==> images/placed.png <==
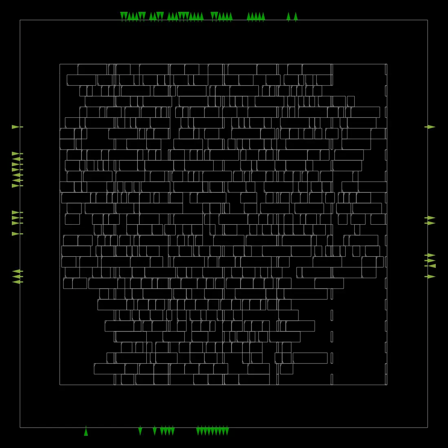
==> images/layers.png <==
Drawn at 3 px/um. Only two layers are drawn.
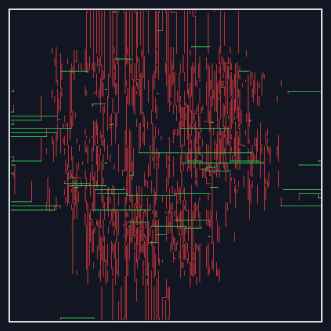
==> images/pinout.png <==
Drawn at 4 px/um. Pins as bars across the die edge, other pins in grey.
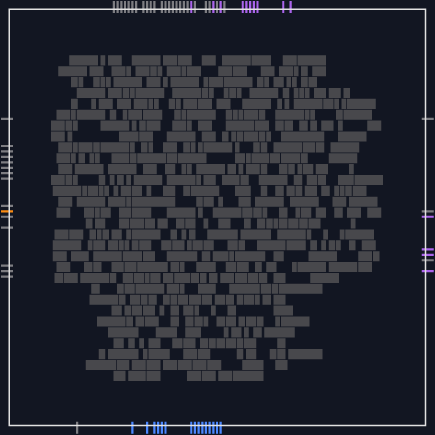
==> images/port_trees.png <==
Drawn at 3 px/um.
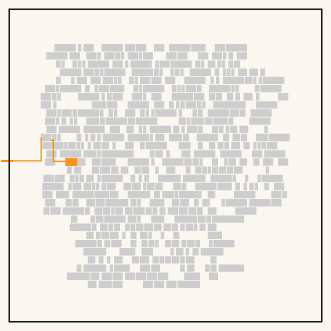
==> images/m2.png <==
Drawn at 4 px/um.
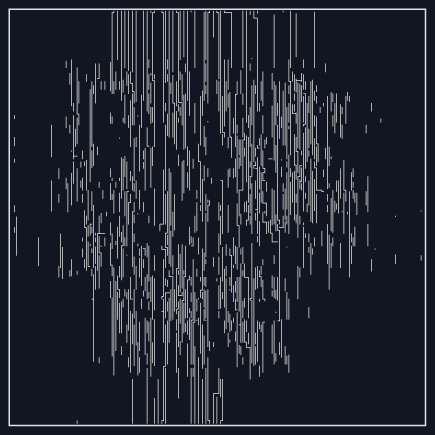
File: config.mk
export PLATFORM = sky130hd
export DESIGN_NAME = pdm_capture_ctrl
export DESIGN_NICKNAME = d
export VERILOG_FILES = /design/src/rtl/pdm_capture_ctrl.sv
export SDC_FILE = /design/constraint.sdc
export NUM_CORES = 1
export LEC_CHECK = 0
export CAP_MARGIN = 20
export CORE_MARGIN = 10
export CORE_UTILIZATION = 45
export DETAILED_ROUTE_END_ITERATION = 6
export HOLD_SLACK_MARGIN = 0.02
export PLACE_DENSITY = 0.77
export SLEW_MARGIN = 5
export SYNTH_ARGS = -nofsm -noshare
export SYNTH_HDL_FRONTEND = slang
export SYNTH_SLANG_ARGS = --single-unit
export TNS_END_PERCENT = 50
File: constraint.sdc
create_clock -name clock_i -period 1.91 [get_ports clock_i]
set_clock_uncertainty 0.05 [all_clocks]
set_input_delay 0.4775 -clock clock_i [delete_from_list [all_inputs] [get_ports clock_i]]
set_output_delay 0.4775 -clock clock_i [all_outputs]
set_load 0.01 [all_outputs]
File: src/rtl/pdm_capture_ctrl.sv
`default_nettype none
// ============================================================================
// Module      : pdm_capture_ctrl
// Description : Sequencer for the PDM deserializer. Discards warm-up samples,
//               then writes captured samples to sample RAM at rising addresses.
// Revision    : 1.0 - initial release
// ============================================================================
module pdm_capture_ctrl #(
    parameter int ADDR_W         = 14,
    parameter int DEPTH          = 16384,
    parameter int WARMUP_SAMPLES = 4
) (
    input  logic              clock_i,
    input  logic              reset_i,
    input  logic              start_i,
    input  logic              stop_i,
    input  logic              loop_i,
    output logic              des_enable_o,
    input  logic              des_done_i,
    input  logic [15:0]       des_data_i,
    output logic              mem_we_o,
    output logic [ADDR_W-1:0] mem_addr_o,
    output logic [15:0]       mem_data_o,
    output logic              busy_o,
    output logic              done_o,
    output logic [ADDR_W:0]   count_o,
    output logic              wrapped_o
);

    localparam int WU_W        = (WARMUP_SAMPLES > 0) ? $clog2(WARMUP_SAMPLES + 1) : 1;
    localparam int WARM_LAST_I = (WARMUP_SAMPLES > 0) ? WARMUP_SAMPLES - 1 : 0;

    localparam logic [WU_W-1:0]   WARM_LAST  = WU_W'(WARM_LAST_I);
    localparam logic [ADDR_W-1:0] LAST_ADDR  = ADDR_W'(DEPTH - 1);
    localparam logic [ADDR_W:0]   DEPTH_CNT  = (ADDR_W + 1)'(DEPTH);
    localparam logic [ADDR_W:0]   FINAL_CNT  = (ADDR_W + 1)'(DEPTH - 1);

    typedef enum logic [1:0] {
        IDLE    = 2'd0,
        WARMUP  = 2'd1,
        CAPTURE = 2'd2,
        DONE    = 2'd3
    } state_t;

    state_t            state;
    state_t            state_nxt;
    logic              accept_start;
    logic              capture_wr;
    logic              loop_mode;
    logic [WU_W-1:0]   warm_cnt;
    logic [ADDR_W-1:0] addr;
    logic              enable;

    always_comb begin
        state_nxt    = state;
        accept_start = 1'b0;
        capture_wr   = 1'b0;
        case (state)
            IDLE: begin
                if (start_i) begin
                    accept_start = 1'b1;
                    state_nxt    = (WARMUP_SAMPLES == 0) ? CAPTURE : WARMUP;
                end
            end
            WARMUP: begin
                if (stop_i)
                    state_nxt = DONE;
                else if (des_done_i && warm_cnt == WARM_LAST)
                    state_nxt = CAPTURE;
            end
            CAPTURE: begin
                capture_wr = des_done_i;
                // The final non-loop write and the DONE state appear together
                if (stop_i)
                    state_nxt = DONE;
                else if (des_done_i && !loop_mode && count_o == FINAL_CNT)
                    state_nxt = DONE;
            end
            DONE:    state_nxt = IDLE;
            default: state_nxt = IDLE;
        endcase
    end

    always_ff @(posedge clock_i) begin
        if (reset_i) begin
            state      <= IDLE;
            enable     <= 1'b0;
            done_o     <= 1'b0;
            mem_we_o   <= 1'b0;
            mem_addr_o <= '0;
            mem_data_o <= '0;
            count_o    <= '0;
            wrapped_o  <= 1'b0;
            loop_mode  <= 1'b0;
            warm_cnt   <= '0;
            addr       <= '0;
        end else begin
            state    <= state_nxt;
            enable   <= (state_nxt == WARMUP) || (state_nxt == CAPTURE);
            done_o   <= (state_nxt == DONE);
            mem_we_o <= capture_wr;

            if (accept_start) begin
                loop_mode <= loop_i;
                count_o   <= '0;
                wrapped_o <= 1'b0;
                addr      <= '0;
                warm_cnt  <= '0;
            end

            if (state == WARMUP && des_done_i)
                warm_cnt <= warm_cnt + WU_W'(1);

            if (capture_wr) begin
                mem_addr_o <= addr;
                mem_data_o <= des_data_i;
                if (addr == LAST_ADDR) begin
                    addr <= '0;
                    if (loop_mode)
                        wrapped_o <= 1'b1;
                end else begin
                    addr <= addr + ADDR_W'(1);
                end
                if (count_o != DEPTH_CNT)
                    count_o <= count_o + (ADDR_W + 1)'(1);
            end
        end
    end

    assign des_enable_o = enable;
    assign busy_o       = enable;

endmodule
`default_nettype wire

==> Slide: Implementation Results <==
Run Summary

Final timing
  – Worst hold slack: 336 ps
  – FMAX: 539 MHz
  – Hold Vio Cnt, Final: 0
  – Minimum clock period after layout: 1850 ps
  – Final Slew Violations: 0

Global routing
  – Number of global-route vias before repair: 3,151
  – Gr ovfl total: 0
  – Met3 Use GR: 3.72%
  – Global routing's busiest layer: met2

Detailed routing
  – Drc violations: 0
  – Post-Route M1 WL: 3.79 mm
  – Post-route ant nets: 0
  – Initial DRC Count: 185
  – Highest metal used: met4

Layout
  – Largest Register: mem_data_o
  – Inverters: 7
  – Clk cell area share: 5.33%
  – Nets: 505
  – Max reg flops: 16
  – Antenna Cells: 0

Clocking
  – CTS H-tree lvls: 3

Critical path
  – Worst setup startpoint: count_o[13]
  – CP Cell Sequence: clkdlybuf4s50_1
  – CP endpoint: count_o[13]
  – Worst EP arrival: 1330 ps
  – Reg-to-reg slack, setup: 120 ps

Pwr
  – Sequential share of power: 46.5%
  – Int Pwr: 0.00245 W
  – Sw frac: 22.4%
  – Sequential power: 0.00147 W

Die
  – Initial Utilization: 46.4%

Run status
  – Status: finished, final reports clean

Synthesis
  – Post-synth top area share: 43.8%
  – Post-Syn Area: 0.00315 mm^2

Place
  – Placed Area: 0.00416 mm^2
Notes on placed.png above:
Seq/total area: 31.5%
# rows: 30

Notes on layers.png above:
[red] M2 | wire length: 4,560 um
[green] M3 | wire length: 463 um
WL/cell: 15.6 um
Tot GR Track Use: 16.7%
DRT Wirelength: 9.03 mm
Via Count: 3,213

Notes on pinout.png above:
[blue] count_o | pins: 15 | direction: output | edge: bottom
[purple] mem_addr_o | pins: 14 | direction: output | edge: 10 top, 4 right
[orange] stop_i | pins: 1 | direction: input | edge: left
port bufs: 71
die height: 104 um
Die X-Extent: 104 um

Notes on port_trees.png above:
[orange] stop_i | direction: input | end cells: 2 | buffers: 1 | wire: 33.4 um
# IOs: 72

Notes on m2.png above:
nets with wire on the layer: 435
share of all routed wire: 50%
wire length on this layer: 4,560 um
main direction: vertical
met2 Use GR: 27.7%

Power is estimated from default activity; no workload was simulated.
